<file path="config.mk">
export PLATFORM = sky130hd
export DESIGN_NAME = seg7_capture
export DESIGN_NICKNAME = d
export VERILOG_FILES = /design/src/rtl/seg7_capture.sv
export SDC_FILE = /design/constraint.sdc
export NUM_CORES = 1
export LEC_CHECK = 0
export ABC_AREA = 1
export CAP_MARGIN = 20
export CORE_MARGIN = 2
export CORE_UTILIZATION = 54
export DETAILED_ROUTE_END_ITERATION = 6
export HOLD_SLACK_MARGIN = 0.08
export PLACE_DENSITY_LB_ADDON = 0.08
export SLEW_MARGIN = 20
export SYNTH_ARGS = -nofsm -noshare
export SYNTH_HDL_FRONTEND = slang
export SYNTH_SLANG_ARGS = --single-unit
</file>
<file path="constraint.sdc">
create_clock -name CLK -period 3.4 [get_ports CLK]
set_input_delay 0.68 -clock CLK [delete_from_list [all_inputs] [get_ports CLK]]
set_output_delay 0.68 -clock CLK [all_outputs]
set_load 0.03 [all_outputs]
</file>
<file path="src/rtl/seg7_capture.sv">
// seg7_capture: receive-side monitor for a 4-digit multiplexed 7-segment bus.
// It waits until each strobed digit is stable for HOLD samples. It then decodes
// the segment pattern back to a 4-bit code and stores it in a per-digit register file.
// The block only observes the bus and never drives the display.
//
// Build option: define SEG7_CAP_SYNC_EN to place a 2-flop synchroniser on
// {SA, LED}. Without it the raw inputs are sampled directly.
//
// Ports:
//   CLK    in   system clock
//   RST    in   asynchronous active-high reset
//   LED    in   [7:0] segments, bit7=A .. bit1=G, bit0=Dp (1 = lit)
//   SA     in   [3:0] one-hot digit select
//   DIGITS out  [15:0] recovered codes, DIGITS[4i+3:4i] = digit i
//   DP     out  [3:0] captured decimal point per digit
//   VALID  out  [3:0] digit holds a fresh, recognised code
//   UPDATE out  one-cycle pulse on any slot write
//   ERR    out  sticky flag for an unrecognised pattern
module seg7_capture #(
  parameter int HOLD      = 4,
  parameter int STALE_CYC = 1000
) (
  input  logic        CLK,
  input  logic        RST,
  input  logic [7:0]  LED,
  input  logic [3:0]  SA,
  output logic [15:0] DIGITS,
  output logic [3:0]  DP,
  output logic [3:0]  VALID,
  output logic        UPDATE,
  output logic        ERR
);

  typedef enum logic [1:0] {ST_IDLE, ST_SETTLE, ST_CAPTURE, ST_WAIT} state_t;

  localparam logic [7:0]  HOLD_C  = 8'(HOLD);
  localparam logic [15:0] STALE_C = 16'(STALE_CYC);

  // Returns {recognised, code} for the A..G segment pattern.
  function automatic logic [4:0] decode(input logic [6:0] seg);
    case (seg)
      7'b1111110: decode = {1'b1, 4'h0};
      7'b0110000: decode = {1'b1, 4'h1};
      7'b1101101: decode = {1'b1, 4'h2};
      7'b1111001: decode = {1'b1, 4'h3};
      7'b0110011: decode = {1'b1, 4'h4};
      7'b1011011: decode = {1'b1, 4'h5};
      7'b1011111: decode = {1'b1, 4'h6};
      7'b1110010: decode = {1'b1, 4'h7};
      7'b1111111: decode = {1'b1, 4'h8};
      7'b1111011: decode = {1'b1, 4'h9};
      7'b1001111: decode = {1'b1, 4'hE};
      7'b0000000: decode = {1'b1, 4'hF};
      default:    decode = {1'b0, 4'hF};
    endcase
  endfunction

  function automatic logic one_hot(input logic [3:0] v);
    one_hot = (v != 4'd0) && ((v & (v - 4'd1)) == 4'd0);
  endfunction

  function automatic logic [1:0] sel_index(input logic [3:0] sa);
    case (sa)
      4'b0001: sel_index = 2'd0;
      4'b0010: sel_index = 2'd1;
      4'b0100: sel_index = 2'd2;
      4'b1000: sel_index = 2'd3;
      default: sel_index = 2'd0;
    endcase
  endfunction

  logic [11:0] s;  // current sample {SA, LED}

`ifdef SEG7_CAP_SYNC_EN
  logic [11:0] sync1_q, sync2_q;

  always_ff @(posedge CLK or posedge RST) begin
    if (RST) begin
      sync1_q <= 12'd0;
      sync2_q <= 12'd0;
    end else begin
      sync1_q <= {SA, LED};
      sync2_q <= sync1_q;
    end
  end

  assign s = sync2_q;
`else
  assign s = {SA, LED};
`endif

  state_t      state_q, state_d;
  logic [11:0] ref_q, ref_d;
  logic [7:0]  cnt_q, cnt_d;
  logic [15:0] digits_q, digits_d;
  logic [3:0]  dp_q, dp_d;
  logic [3:0]  valid_q, valid_d;
  logic        update_q, update_d;
  logic        err_q, err_d;
  logic [15:0] stale_q [4];
  logic [15:0] stale_d [4];

  logic [4:0]  dec;
  logic [1:0]  idx;
  logic [7:0]  cnt_inc;

  always_comb begin
    state_d  = state_q;
    ref_d    = ref_q;
    cnt_d    = cnt_q;
    digits_d = digits_q;
    dp_d     = dp_q;
    valid_d  = valid_q;
    update_d = 1'b0;
    err_d    = err_q;
    stale_d  = stale_q;
    dec      = decode(ref_q[7:1]);
    idx      = sel_index(ref_q[11:8]);
    cnt_inc  = cnt_q + 8'd1;

    // Freshness timers age every cycle. A capture below overrides its own slot.
    for (int i = 0; i < 4; i++) begin
      if (stale_q[i] >= STALE_C) begin
        stale_d[i] = STALE_C;
      end else begin
        stale_d[i] = stale_q[i] + 16'd1;
      end
      if (stale_d[i] == STALE_C) begin
        valid_d[i] = 1'b0;
      end else begin
        valid_d[i] = valid_d[i];
      end
    end

    case (state_q)
      ST_IDLE: begin
        if (one_hot(s[11:8])) begin
          ref_d   = s;
          cnt_d   = 8'd1;
          // A single matching sample already satisfies HOLD=1.
          state_d = (HOLD_C == 8'd1) ? ST_CAPTURE : ST_SETTLE;
        end else begin
          state_d = ST_IDLE;
        end
      end
      ST_SETTLE: begin
        if (s == ref_q) begin
          cnt_d = cnt_inc;
          if (cnt_inc == HOLD_C) begin
            state_d = ST_CAPTURE;
          end else begin
            state_d = ST_SETTLE;
          end
        end else if (one_hot(s[11:8])) begin
          ref_d   = s;
          cnt_d   = 8'd1;
          state_d = ST_SETTLE;
        end else begin
          state_d = ST_IDLE;
        end
      end
      ST_CAPTURE: begin
        digits_d[{idx, 2'b00} +: 4] = dec[3:0];
        dp_d[idx]    = ref_q[0];
        valid_d[idx] = dec[4];
        stale_d[idx] = 16'd0;
        update_d     = 1'b1;
        if (!dec[4]) begin
          err_d = 1'b1;
        end else begin
          err_d = err_q;
        end
        state_d = ST_WAIT;
      end
      ST_WAIT: begin
        // Hold off until the bus moves so a parked digit is not recaptured.
        if (s != ref_q) begin
          state_d = ST_IDLE;
        end else begin
          state_d = ST_WAIT;
        end
      end
      default: state_d = ST_IDLE;
    endcase
  end

  always_ff @(posedge CLK or posedge RST) begin
    if (RST) begin
      state_q  <= ST_IDLE;
      ref_q    <= 12'd0;
      cnt_q    <= 8'd0;
      digits_q <= 16'h0000;
      dp_q     <= 4'd0;
      valid_q  <= 4'd0;
      update_q <= 1'b0;
      err_q    <= 1'b0;
      for (int i = 0; i < 4; i++) begin
        stale_q[i] <= 16'd0;
      end
    end else begin
      state_q  <= state_d;
      ref_q    <= ref_d;
      cnt_q    <= cnt_d;
      digits_q <= digits_d;
      dp_q     <= dp_d;
      valid_q  <= valid_d;
      update_q <= update_d;
      err_q    <= err_d;
      for (int i = 0; i < 4; i++) begin
        stale_q[i] <= stale_d[i];
      end
    end
  end

  assign DIGITS = digits_q;
  assign DP     = dp_q;
  assign VALID  = valid_q;
  assign UPDATE = update_q;
  assign ERR    = err_q;

endmodule
</file>
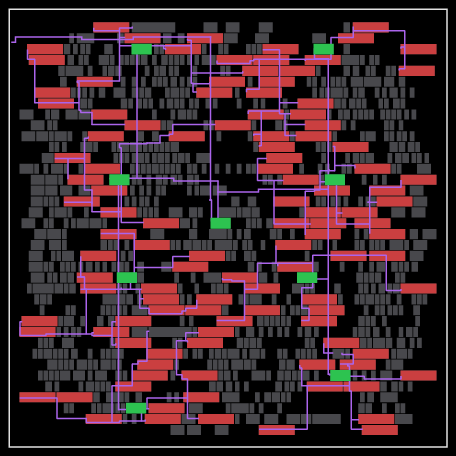
**Above:** run 1 (clock network drawn from the DEF).
Scale: 4 px per um.
Key: purple = clock wires [length 1320 um]; red = flip-flops [count 112]; green = clock-net drivers [count 9]
There are 10 routed clock nets.

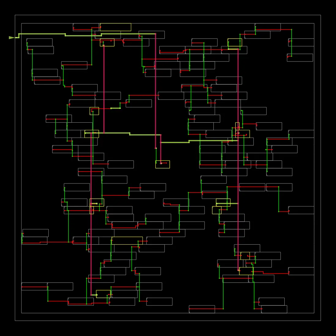
**Above:** run 1 (clock nets).
flip-flops: 112
Inserted Clock Buffers: 9

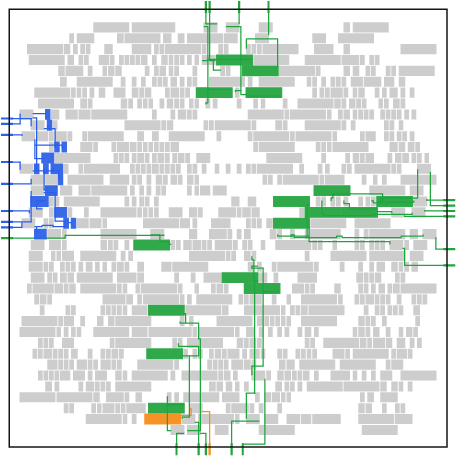
**Above:** run 1 (port wiring).
Scale: 4 px per um.
Key: orange = `UPDATE` [bits 1, direction output, edge south, end cells 1, buffers 1, wire 15.1 um]; green = `DIGITS` [bits 16, direction output, edge 6 east, 5 south, 4 north, 1 west, end cells 16, buffers 16, wire 599 um]; blue = `LED` [bits 8, direction input, edge west, end cells 16, buffers 8, wire 132 um]
Port Buffers: 39
io pins: 40

==> qor.yml, run 1 <==
drt:
  first_pass_iters: 4
  wl_per_cell_um: 12.06
  vias: 5062
  drtAntennaViolNets: 0
critical_path:
  cp_data_arrival_time_ps: 2730
  crit_slowest_cell: "dfrtp_1"
  cp.depth: 8
  rrSetupSlack_ps: 980
  crit_path_max_incr_delay_ps: 430
power_and_ir_drop:
  p_leak_nw: 3.659
  sw_frac_of_total: 0.2715
  power_frac_comb: 0.113
logic_synthesis:
  ys_ff: 112
  ys_sh_aoi: 0.06780
  synth_cell_type_count: 31
  top_cell_area_share: 0.4702
  edf_count: 0
  top_cells_by_count: "268 x nand2_1, 112 x dfrtp_1, 110 x inv_1"
  synthAdderAreaFrac: 0.02729
  ys_cells: 796
finish:
  final_common_cell: "nand2_1"
  finalNonFillerCells: 1008
  buffers: 42
  seq_share: 0.4112
  comb_area_share: 0.4048
  fin_nets: 890
  lay_top_cells: "268 x nand2_1, 112 x dfrtp_1, 109 x inv_1"
  design_area_um2: 6815
sta:
  relSlewSlack: 0.5670
  fin_setup_tns_ps: 0
clock_tree:
  clk_pin_slew_ps: 110
  insertion_delay_ps: 390
  cts_resized: 0
outcome:
  status: "finished clean"
die:
  dieArea_um2: 11900
job:
  drv_cap: 0
placed_design:
  place_inst: 992
global_routing:
  antenna_found_initial: 0
==> run 1: registers in the layout (all words and copies together) (netlist names) <==
| name | flops |
|---|---|
| DIGITS | 16 |
| DP | 4 |
| ERR | 1 |
| UPDATE | 1 |
| VALID | 4 |
| cnt_q | 8 |
| ref_q | 12 |
| stale_q | 64 |
| state_q | 2 |
==> run 1: metal layers <==
| metal | up-vias | part of all wire | track usage |
|---|---|---|---|
| li1 | 2600 | - | - |
| met1 | 2344 | 0.47 | 0.2894 |
| met2 | 94 | 0.46 | 0.3492 |
| met3 | 24 | 0.037 | 0.04304 |
| met4 | 0 | 0.026 | 0.1154 |
| met5 | - | 0 | 0 |
**Run 1: cells colored by class**

Scale: 2 px per um.
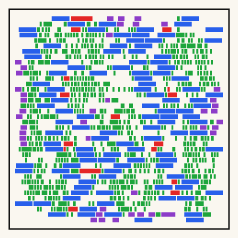

==> run 2: changes to the inputs <==
CORE_UTILIZATION = 59   (was 54)
clock period = 2.3 ns   (was 3.4 ns; I/O delays follow)
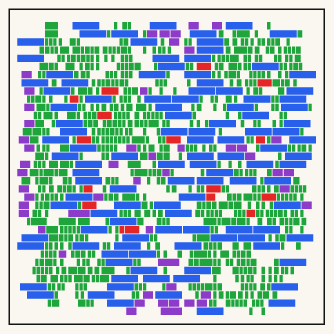
**Above:** run 2 (cells colored by class).
Scale: 3 px per um.
Key: red = clock drivers and dummy loads [cells 16]; green = remaining logic cells [cells 698]; purple = remaining buffers and delay cells [cells 50]; blue = registers [cells 112]

==> qor.yml, run 2 <==
critical_path:
  crit_slowest_cell: "dfrtp_1"
  reg2reg_depth: 8
  rrSetupSlack_ps: 260  # -720 ps
  worstPathCellList: "inv_1, nor2_1, o21ai_0, inv_1, ha_1, nand2_1, clkinv_1, nor3_1"
  cp_data_arrival_time_ps: 2340  # -390 ps
drt:
  wl_per_cell_um: 12.32  # +2.1%
  wl_met1_um: 5699  # -0.77%
  highest_layer: "met4"
  first_pass_iters: 4  # unchanged
  drtAntennaViolNets: 0  # unchanged
die:
  dieArea_um2: 10920  # -8.2%
  ios: 40  # unchanged
placed_design:
  io_buffers: 39  # unchanged
  place_inst: 993  # +0.10%
power_and_ir_drop:
  p_leak_nw: 3.694  # +0.94%
  power_frac_comb: 0.124  # +0.011
  sw_frac_of_total: 0.2955  # +0.02407
finish:
  finalNonFillerCells: 1009  # +0.099%
  largest_reg_flops: 64  # unchanged
  largest-register: "stale_q"
  final_common_cell: "nand2_1"
  fin_nets: 898  # +0.90%
  lay_top_cells: "268 x nand2_1, 112 x dfrtp_1, 109 x inv_1"
global_routing:
  grtUsageMet1: 0.3169  # +0.02749
  antenna_found_initial: 0  # unchanged
  use_met2: 0.3945  # +0.04533
  grt_util_met3: 0.05827  # +0.01523
logic_synthesis:
  top_cells_by_count: "268 x nand2_1, 112 x dfrtp_1, 110 x inv_1"
  synth_cell_type_count: 31  # unchanged
  edf_count: 0  # unchanged
  ys_cells: 796  # unchanged
  top_cell_area_share: 0.4702  # unchanged
  ys_ff: 112  # unchanged
clock_tree:
  insertion_delay_ps: 380  # about the same
  cts_made_buffers: 9  # unchanged
  cts_resized: 0  # unchanged
sta:
  fin_setup_tns_ps: 0  # unchanged
  fmax_ghz: 0.4897
job:
  drv_cap: 0  # unchanged
outcome:
  status: "finished clean"
-- run 2: cell count changes in the layout (fill, tap and decap cells not counted) --
cell and delta:
buf_4 +6, buf_12 +2, bufinv_16 -2, clkbuf_1 -2, clkinv_2 +1, clkinv_4 +1, clkinv_8 +1, inv_6 +1
-- run 2: area by class of cell --
cell class	instances	area, um^2
inverter	115	435.4
multi-input combinational	583	2759
sequential	112	2803
fill	797	2912
clock buffer	9	123.9
clock inverter	7	65.06
tap	133	166.4
timing repair buffer	50	510.5
-- run 2: kinds of logic after synthesis --
family | after synthesis | synth area share
AOI/OAI and AO/OA | 64 | 0.06780
other | 1 | 0.0006291
buffers and inverters | 124 | 0.08144
xor gates and xnor gates | 23 | 0.03380
and+or+nand+nor | 459 | 0.3188
DFF | 112 | 0.4702
adders and majority gates | 13 | 0.02729
==> run 3: changes to the inputs <==
HOLD_SLACK_MARGIN = 0.03   (was 0.08)
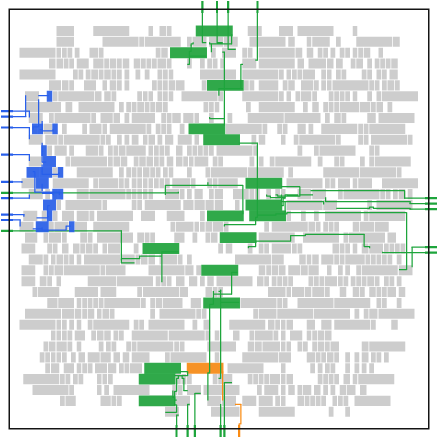
**Above:** run 3 (port wiring).
Scale: 4 px per um.
Key: green = `DIGITS` [bits 16, direction output, edge 5 south, 5 east, 4 north, 2 west, end cells 16, buffers 16, wire 637 um]; blue = `LED` [bits 8, direction input, edge west, end cells 16, buffers 8, wire 108 um]; orange = `UPDATE` [bits 1, direction output, edge south, end cells 1, buffers 1, wire 14.6 um]

==> qor.yml, run 3 <==
clock_tree:
  insertion_delay_ps: 380  # about the same
  cts_resized: 0  # unchanged
finish:
  largest_reg_flops: 64  # unchanged
  fin_nets: 898  # unchanged
  largest-register: "stale_q"
  finalNonFillerCells: 1009  # unchanged
  lay_top_cells: "268 x nand2_1, 112 x dfrtp_1, 109 x inv_1"
placed_design:
  io_buffers: 39  # unchanged
  place_inst: 993  # unchanged
global_routing:
  grt_first_pass_wirelength_um: 21360
  use_met2: 0.3945  # unchanged
  antenna_found_initial: 0  # unchanged
  grt_usage: 0.2409
  grt_util_met3: 0.05827  # unchanged
logic_synthesis:
  edf_count: 0  # unchanged
  top_cell_area_share: 0.4702  # unchanged
  synth_cell_type_count: 31  # unchanged
  ys_cells: 796  # unchanged
  synth.most_common_cell: "nand2_1"
  ys_ff: 112  # unchanged
  top_cells_by_count: "268 x nand2_1, 112 x dfrtp_1, 110 x inv_1"
outcome:
  status: "finished clean"
drt:
  wl_met1_um: 5699  # unchanged
  vias: 5112
  first_pass_iters: 4  # unchanged
  drtAntennaViolNets: 0  # unchanged
  highest_layer: "met4"
  wl_per_cell_um: 12.32  # unchanged
sta:
  fin_setup_tns_ps: 0  # unchanged
  fmax_ghz: 0.4897  # unchanged
  post-route-period-util: 0.8879
power_and_ir_drop:
  p_leak_nw: 3.694  # unchanged
  fin_total_pwr_mw: 3.705
critical_path:
  worstPathCellList: "inv_1, nor2_1, o21ai_0, inv_1, ha_1, nand2_1, clkinv_1, nor3_1"
  rr_startpoint: "ref_q[11]"
  crit_slowest_cell: "dfrtp_1"
  reg2reg_depth: 8  # unchanged
  rrSetupSlack_ps: 260  # about the same
  cp_data_arrival_time_ps: 2340  # about the same
  cp.depth: 8
job:
  drv_cap: 0  # unchanged
hold_path:
  hold_class: "input port to asynchronous set/reset pin"
die:
  dieArea_um2: 10920  # unchanged
  ios: 40  # unchanged
run 3: cell counts after synthesis:
No cell type changed its count.
run 3: final cells by class:
class                   count  area, um^2
fillers                   797        2912
flip-flops and latches    112        2803
multi-input cells         583        2759
repair buffers             50       510.5
inverters                 115       435.4
well taps                 133       166.4
clock buffers               9       123.9
clock inverters             7       65.06
run 3: logic make-up after synthesis:
group	synth area share
flops	0.4702
other cells	0.0006291
compound gates	0.06780
fa+ha+maj	0.02729
simple gates	0.3188
xor+xnor	0.03380
buf+inv	0.08144
run 3: power breakdown:
part	switching, mW	total [mW]	leakage [nW]	internal [mW]
combinational	0.296	0.459	2.24	0.163
clock	0.719	1.14	0.0973	0.417
sequential	0.0799	2.11	1.36	2.03
total	1.09	3.70	3.69	2.61

## Gallery

Met3 routing.
Plate I
Scale: 4 px per um.
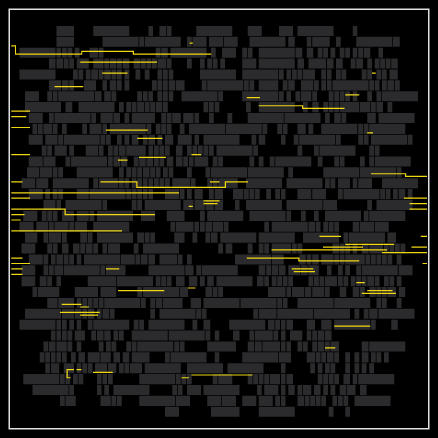
Plate II
Scale: 3 px per um.
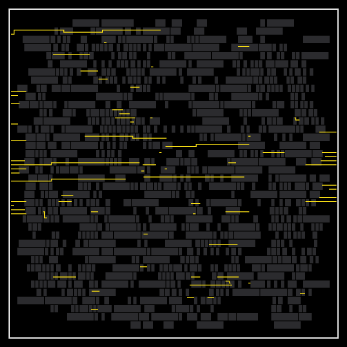
Run 1 is Plate II.
Run 2 is Plate I.

Key to Plate II:
The layer carries 453 um of wire. 51 nets have wire on it. The wires run mostly horizontal. The longest straight run is 33.4 um.

Power and IR drop assume default switching activity.
